## src/rtl/serial_adder_if.sv

```systemverilog
// -----------------------------------------------------------------------------
// serial_adder_if
//
// Groups the request, operand and result signals of serial_adder into one bundle.
//
// Parameter:
//   WIDTH  operand and result width in bits (>= 2). Must match serial_adder.
//
// Signals (direction shown from the slave, i.e. the adder itself):
//   start  in   request to add; only honoured when the adder is free
//   a      in   operand A, captured on the accepted start
//   b      in   operand B, captured on the accepted start
//   cin    in   carry-in, captured on the accepted start
//   busy   out  high while operand bits are being processed
//   done   out  one-cycle pulse; sum/cout (and ovf) are valid in that cycle
//   sum    out  result register
//   cout   out  final carry-out
//   ovf    out  signed overflow; exists only when SERIAL_ADDER_OVF_EN is defined
//
// Modports:
//   master  the requester; drives start/a/b/cin and observes the results
//   slave   the adder; drives busy/done/sum/cout/ovf
// -----------------------------------------------------------------------------
interface serial_adder_if #(
  parameter int WIDTH = 8
);

  logic             start;
  logic [WIDTH-1:0] a;
  logic [WIDTH-1:0] b;
  logic             cin;
  logic             busy;
  logic             done;
  logic [WIDTH-1:0] sum;
  logic             cout;
`ifdef SERIAL_ADDER_OVF_EN
  logic             ovf;
`endif

  modport master (
    output start, a, b, cin,
    input  busy, done, sum, cout
`ifdef SERIAL_ADDER_OVF_EN
    , input ovf
`endif
  );

  modport slave (
    input  start, a, b, cin,
    output busy, done, sum, cout
`ifdef SERIAL_ADDER_OVF_EN
    , output ovf
`endif
  );

endinterface : serial_adder_if

```

## src/rtl/serial_adder.sv

```systemverilog
// -----------------------------------------------------------------------------
// serial_adder
//
// Bit-serial WIDTH-bit adder built around a single-bit full_adder cell. Each
// clock the cell is fed one operand bit pair (LSB first) together with the
// stored carry. Its sum bit is shifted into the top of the result register and
// its carry is stored in the carry flop for the next bit. This trades WIDTH+1
// cycles of latency for a single adder cell.
//
//   {cout, sum} = a + b + cin   (unsigned, no saturation)
//
// Parameter:
//   WIDTH  operand and result width in bits (>= 2)
//
// Ports:
//   clk    rising-edge clock; the only clock
//   rst_n  synchronous active-low reset; aborts any operation in flight
//   bus    serial_adder_if.slave: start/a/b/cin in; busy/done/sum/cout(/ovf) out
//
// Optional feature:
//   SERIAL_ADDER_OVF_EN  when defined, adds the signed-overflow output ovf
//                        (carry into MSB XOR carry out of MSB), valid with done
//                        and held like cout.
//
// Timing (start sampled at edge N):
//   busy  high for the WIDTH cycles after edges N .. N+WIDTH-1
//   done  high for the single cycle after edge N+WIDTH
//   The closing edge of the done cycle (N+WIDTH+1) is the first edge that may
//   accept a new start, so the minimum issue interval is WIDTH+1 cycles.
// All outputs come straight from flops.
// -----------------------------------------------------------------------------

// Single-bit full adder cell: i0 + i1 + i2 -> {carry, sum}.
module full_adder (
  input  logic i0_i,
  input  logic i1_i,
  input  logic i2_i,
  output logic sum_o,
  output logic carry_o
);

  assign sum_o   = i0_i ^ i1_i ^ i2_i;
  assign carry_o = (i0_i & i1_i) | (i0_i & i2_i) | (i1_i & i2_i);

endmodule : full_adder

module serial_adder #(
  parameter int WIDTH = 8
) (
  input  logic            clk,
  input  logic            rst_n,
  serial_adder_if.slave   bus
);

  // Counter just wide enough to index bits 0 .. WIDTH-1.
  localparam int CW = (WIDTH > 2) ? $clog2(WIDTH) : 1;
  localparam logic [CW-1:0] LAST_BIT = CW'(WIDTH - 1);

  typedef enum logic [1:0] {
    IDLE  = 2'd0,
    SHIFT = 2'd1,
    DONE  = 2'd2
  } state_e;

  state_e           state_q, state_d;
  logic [CW-1:0]    cnt_q, cnt_d;
  logic [WIDTH-1:0] a_sh_q, a_sh_d;
  logic [WIDTH-1:0] b_sh_q, b_sh_d;
  logic [WIDTH-1:0] sum_q, sum_d;
  logic             carry_q, carry_d;
  logic             cout_q, cout_d;
  logic             busy_q, busy_d;
  logic             done_q, done_d;
`ifdef SERIAL_ADDER_OVF_EN
  logic             ovf_q, ovf_d;
`endif

  logic fa_sum;
  logic fa_carry;
  logic last_bit;
  logic accept;

  // The one and only adder cell: current LSBs of both operands plus stored carry.
  full_adder u_fa (
    .i0_i    (a_sh_q[0]),
    .i1_i    (b_sh_q[0]),
    .i2_i    (carry_q),
    .sum_o   (fa_sum),
    .carry_o (fa_carry)
  );

  assign last_bit = (cnt_q == LAST_BIT);

  // A request is taken in IDLE and on the closing edge of the DONE cycle; the
  // latter is what lets a continuously held start re-launch every WIDTH+1
  // cycles. Starts arriving while bits are being shifted are dropped.
  assign accept = bus.start && ((state_q == IDLE) || (state_q == DONE));

  // ---------------------------------------------------------------------------
  // Next-state and datapath logic
  // ---------------------------------------------------------------------------
  always_comb begin
    // NOTE: every signal written here gets a default first, so no path can
    // leave it unassigned and infer a latch.
    state_d = state_q;
    cnt_d   = cnt_q;
    a_sh_d  = a_sh_q;
    b_sh_d  = b_sh_q;
    sum_d   = sum_q;
    carry_d = carry_q;
    cout_d  = cout_q;
    busy_d  = busy_q;
    done_d  = 1'b0;
`ifdef SERIAL_ADDER_OVF_EN
    ovf_d   = ovf_q;
`endif

    unique case (state_q)
      IDLE: begin
        state_d = IDLE;
      end

      SHIFT: begin
        // Consume one bit pair: operands move toward bit 0, the new sum bit
        // enters at the top so bit 0 ends up in sum[0] after WIDTH steps.
        a_sh_d  = {1'b0, a_sh_q[WIDTH-1:1]};
        b_sh_d  = {1'b0, b_sh_q[WIDTH-1:1]};
        sum_d   = {fa_sum, sum_q[WIDTH-1:1]};
        carry_d = fa_carry;
        cnt_d   = cnt_q + CW'(1);
        if (last_bit) begin
          state_d = DONE;
          busy_d  = 1'b0;
          done_d  = 1'b1;
          cout_d  = fa_carry;
`ifdef SERIAL_ADDER_OVF_EN
          // carry_q is the carry into the MSB, fa_carry the carry out of it.
          ovf_d   = carry_q ^ fa_carry;
`endif
        end
      end

      DONE: begin
        state_d = IDLE;
      end

      default: begin
        state_d = IDLE;
        busy_d  = 1'b0;
      end
    endcase

    // Launch overrides whatever the idle/done branches chose. cout (and ovf)
    // keep the previous result until the new one is complete.
    if (accept) begin
      state_d = SHIFT;
      a_sh_d  = bus.a;
      b_sh_d  = bus.b;
      carry_d = bus.cin;
      cnt_d   = '0;
      sum_d   = '0;
      busy_d  = 1'b1;
      done_d  = 1'b0;
    end
  end

  // ---------------------------------------------------------------------------
  // State registers
  // ---------------------------------------------------------------------------
  // NOTE: reset is synchronous, so it lives inside the clocked branch and is
  // not in the sensitivity list; all state uses non-blocking assignment so
  // every flop samples the pre-edge value of every other flop.
  always_ff @(posedge clk) begin
    if (!rst_n) begin
      state_q <= IDLE;
      cnt_q   <= '0;
      a_sh_q  <= '0;
      b_sh_q  <= '0;
      sum_q   <= '0;
      carry_q <= 1'b0;
      cout_q  <= 1'b0;
      busy_q  <= 1'b0;
      done_q  <= 1'b0;
`ifdef SERIAL_ADDER_OVF_EN
      ovf_q   <= 1'b0;
`endif
    end else begin
      state_q <= state_d;
      cnt_q   <= cnt_d;
      a_sh_q  <= a_sh_d;
      b_sh_q  <= b_sh_d;
      sum_q   <= sum_d;
      carry_q <= carry_d;
      cout_q  <= cout_d;
      busy_q  <= busy_d;
      done_q  <= done_d;
`ifdef SERIAL_ADDER_OVF_EN
      ovf_q   <= ovf_d;
`endif
    end
  end

  // ---------------------------------------------------------------------------
  // Outputs: all driven directly by flops
  // ---------------------------------------------------------------------------
  assign bus.busy = busy_q;
  assign bus.done = done_q;
  assign bus.sum  = sum_q;
  assign bus.cout = cout_q;
`ifdef SERIAL_ADDER_OVF_EN
  assign bus.ovf  = ovf_q;
`endif

endmodule : serial_adder

```

## src/flat_wrapper.sv

```systemverilog
// flat-port wrapper written by rule: the top's interface ports become plain ports
module serial_adder_flat 
#(
  parameter int WIDTH = 8
)
  (clk, rst_n, bus_start, bus_a, bus_b, bus_cin, bus_busy, bus_done, bus_sum, bus_cout);
  serial_adder_if #(.WIDTH(WIDTH)) bus_i ();
  input  logic clk;
  input  logic rst_n;
  input wire logic [$bits(bus_i.start)-1:0] bus_start;
  input wire logic [$bits(bus_i.a)-1:0] bus_a;
  input wire logic [$bits(bus_i.b)-1:0] bus_b;
  input wire logic [$bits(bus_i.cin)-1:0] bus_cin;
  output wire logic [$bits(bus_i.busy)-1:0] bus_busy;
  output wire logic [$bits(bus_i.done)-1:0] bus_done;
  output wire logic [$bits(bus_i.sum)-1:0] bus_sum;
  output wire logic [$bits(bus_i.cout)-1:0] bus_cout;
  assign bus_i.start = bus_start;
  assign bus_i.a = bus_a;
  assign bus_i.b = bus_b;
  assign bus_i.cin = bus_cin;
  assign bus_busy = bus_i.busy;
  assign bus_done = bus_i.done;
  assign bus_sum = bus_i.sum;
  assign bus_cout = bus_i.cout;
  serial_adder #(.WIDTH(WIDTH)) u_core (.clk(clk), .rst_n(rst_n), .bus(bus_i));
endmodule
```

## config.mk

```make
export PLATFORM = sky130hd
export DESIGN_NAME = serial_adder_flat
export DESIGN_NICKNAME = d
export VERILOG_FILES = /design/src/rtl/serial_adder_if.sv /design/src/rtl/serial_adder.sv /design/src/flat_wrapper.sv
export SDC_FILE = /design/constraint.sdc
export NUM_CORES = 1
export LEC_CHECK = 0
export ABC_AREA = 1
export CAP_MARGIN = 20
export CORE_UTILIZATION = 50
export CTS_CLUSTER_DIAMETER = 80
export DETAILED_ROUTE_END_ITERATION = 8
export MAX_ROUTING_LAYER = met4
export PLACE_DENSITY = 0.76
export SYNTH_ARGS = -nofsm -noshare
export SYNTH_HDL_FRONTEND = slang
export SYNTH_SLANG_ARGS = --single-unit
```

## constraint.sdc

```tcl
create_clock -name clk -period 1.4 [get_ports clk]
set_input_delay 0.14 -clock clk [delete_from_list [all_inputs] [get_ports clk]]
set_output_delay 0.14 -clock clk [all_outputs]
set_load 0.03 [all_outputs]
```

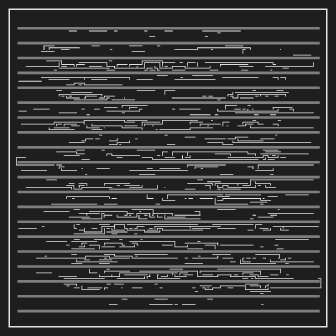
Figure 1: the metal 1 layer.
Supply wires on this layer in gray.
main direction	horizontal
share of all routed wire	49%
wire length on this layer	1440 um
DR vias: 1344
drt total wl: 2970 um
GR Util met1: 26.7%

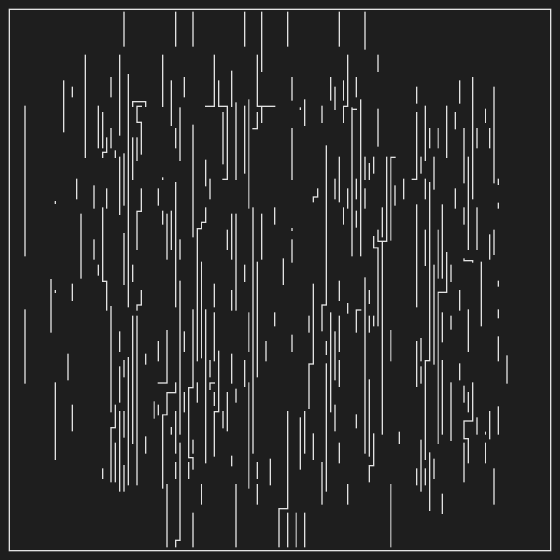
Figure 2: M2 wires.
wire length on this layer	1330 um
longest straight run	26.2 um
share of all routed wire	45%
nets with wire on the layer	201
main direction	vertical
M2 GR Usage: 33.9%

==> flow_metrics.env <==
# flow metrics
export IMPL_status="complete, but fails checks"
export IMPL_violations="design-rule violations"
export IMPL_max_stage_delay_ns=0.52
export IMPL_reg2reg_to="u_core.b_sh_q[5]"
export IMPL_vias_per_cell=4.73
export IMPL_core_sq_um=2850
export IMPL_first_iter_violations=88
export IMPL_cts_resized=11
export IMPL_peakVddDrop_v=0.000629
export IMPL_critPathKind="flip-flop to flip-flop"
export IMPL_avgSynthCellArea_sq_um=7.26
export IMPL_critPathLaunchType="flip-flop"
export IMPL_grt_max_degree=17
export IMPL_crit_slowest_cell="dfxtp_1"
export IMPL_dr_wl_met2_um=1330
export IMPL_ant_nets=0
export IMPL_most_common_layout_cells="nand2_1 (55), dfxtp_1 (33), inv_1 (32)"
export IMPL_htreeDepth=2
export IMPL_overflow=0
export IMPL_crit_chain="inv_4 -> nand2_4 -> nand2_2 -> inv_2 -> nand2_1 -> nand2_1 -> nor2_1"
export IMPL_top_layer="met4"
export IMPL_logic_area_sq_um=669
export IMPL_timing_rr_start="u_core.state_q[0]"
export IMPL_finalSetupViolCount=0
export IMPL_ys_types=21
export IMPL_first_pass_iters=6
export IMPL_relSlewSlack_pct=78.9
export IMPL_cts_tree="yes"
export IMPL_critPathTopFamily="flip-flops"
export IMPL_post_cts_buffers=0
export IMPL_power_density_nw_per_um2=1070
export IMPL_grt_pass1_vias=1273
export IMPL_antenna_found_initial=0
export IMPL_fin_crit_sh_pct=90.1
export IMPL_path_clk_slew_ns=0.11
export IMPL_syn_cell_area_sq_um=1550
export IMPL_io_pins=31
export IMPL_lay_top_count="nand2_1"
export IMPL_die_w_um=57.7
export IMPL_skew_ns=0.00678
export IMPL_fillCellCount=249
export IMPL_diodes=0
export IMPL_cp_common_cell="nand2_1"
export IMPL_hold_buffers=0
export IMPL_fin_util_pct=69.2
export IMPL_grt_util_all_layers_pct=21.8
export IMPL_port_buffer_count=30
export IMPL_whs_ns=0.431
export IMPL_fp_util_pct=54.4
export IMPL_die_area_sq_um=3330
export IMPL_fin_setup_tns_ns=0
export IMPL_cts_sinks=33
export IMPL_top_usage_layer="met2"
export IMPL_drive_gt1_share_pct=13.8
export IMPL_crit_path_end="u_core.b_sh_q[5]"
export IMPL_ys_cells=214
export IMPL_leakagePower_nw=0.970
export IMPL_r2r_slack_ns=0.14
export IMPL_dp_hpwl_um=2170
export IMPL_drc_errors=5
export IMPL_ys_seq_share_pct=42.5
export IMPL_slew_violations=0
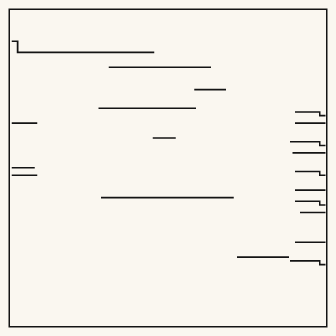
Figure 3: met3 routing.
main direction	horizontal
longest straight run	24.8 um
share of all routed wire	5.9%
nets with wire on the layer	17
met3 Usage GRT: 6.70%

## where the power goes
| group | internal, mW | switching (mW) | leakage (nW) |
|---|---|---|---|
| sequential | 0.997 | 0.0358 | 0.270 |
| combinational | 0.164 | 0.191 | 0.658 |
| clock | 0.378 | 0.342 | 0.0414 |
## how the worst min path moves through the flow
| stage | to | startpoint | slack (ns) | cells after the start |
|---|---|---|---|---|
| 4_1_cts | u_core.b_sh_q[7] | bus_b[7] | 0.41 | 3 |
| 3_3_place_gp | u_core.cnt_q[1] | u_core.cnt_q[1] | 0.45 | 2 |
| 2_1_floorplan | u_core.b_sh_q[7] | bus_b[7] | 0.27 | 2 |
| 6_report | u_core.a_sh_q[7] | bus_a[7] | 0.43 | 3 |
| 3_5_place_dp | u_core.cnt_q[1] | u_core.cnt_q[1] | 0.46 | 2 |
| 5_1_grt | u_core.b_sh_q[7] | bus_b[7] | 0.43 | 3 |
## worst min-delay path, stage by stage
cell and delay [ns]:
clkdlybuf4s50_1 0.40, o21ai_0 0.16, nor2_1 0.04
## cell type report
| cell class | count | share of cell area, % |
|---|---|---|
| multi-input cells | 135 | 33.9 |
| flip-flops and latches | 33 | 33.5 |
| repair buffers | 41 | 19.3 |
| inverters | 36 | 7.10 |
| clock inverters | 3 | 2.34 |
| well taps | 31 | 1.96 |
| clock buffers | 5 | 1.90 |
## synth_stat cells
library cell | number | area [sq um]
inv_2 | 2 | 7.51
nand3_1 | 12 | 60.1
nand2_4 | 2 | 22.5
buf_2 | 3 | 15.0
nor2_2 | 1 | 6.26
nor2_1 | 18 | 67.6
nand2_2 | 2 | 12.5
fa_1 | 1 | 20.0
nor3_1 | 10 | 50.1
nand2_1 | 55 | 206
o21ai_0 | 5 | 25.0
inv_4 | 2 | 12.5
inv_1 | 32 | 120
buf_4 | 3 | 22.5
xor2_1 | 1 | 8.76
a21oi_1 | 17 | 85.1
ha_1 | 3 | 37.5
dfxtp_1 | 33 | 661
buf_6 | 4 | 45.0
o21ai_2 | 7 | 61.3
o22ai_1 | 1 | 6.26
## state kept, by name, indices dropped and copies added, names as in the netlist
register / cells
u_core.b_sh_q: 8
u_core.bus.sum: 8
u_core.bus.cout: 1
u_core.cnt_q: 3
u_core.bus.busy: 1
u_core.state_q: 2
u_core.bus.done: 1
u_core.carry_q: 1
u_core.a_sh_q: 8
## cells by family (layout without fill, tap and decap cells)
group                      Yosys count  in the layout  share of synthesized area [%]
AOI/OAI and AO/OA                   30             30                           11.4
and+or+nand+nor                    100            100                           27.4
xor gates and xnor gates             1              1                          0.564
buffers and inverters               46             85                           14.3
DFF                                 33             33                           42.5
adders and majority gates            4              4                           3.71
## metrics by stage
stage | instances | power, mW | worst slack (ns) | instance area [sq um]
3_5_place_dp | 276 | 1.41 | 0.0148 | 1900
4_1_cts | 284 | 2.13 | 0.114 | 1970
2_1_floorplan | 214 | 1.29 | 0.318 | 1550
3_3_place_gp | 276 | 1.41 | 0.0424 | 1900
5_1_grt | 284 | 2.24 | 0.0422 | 1970
6_report | 284 | 2.11 | 0.138 | 1970
No activity file was given, so power comes from the tool's default toggle rates.
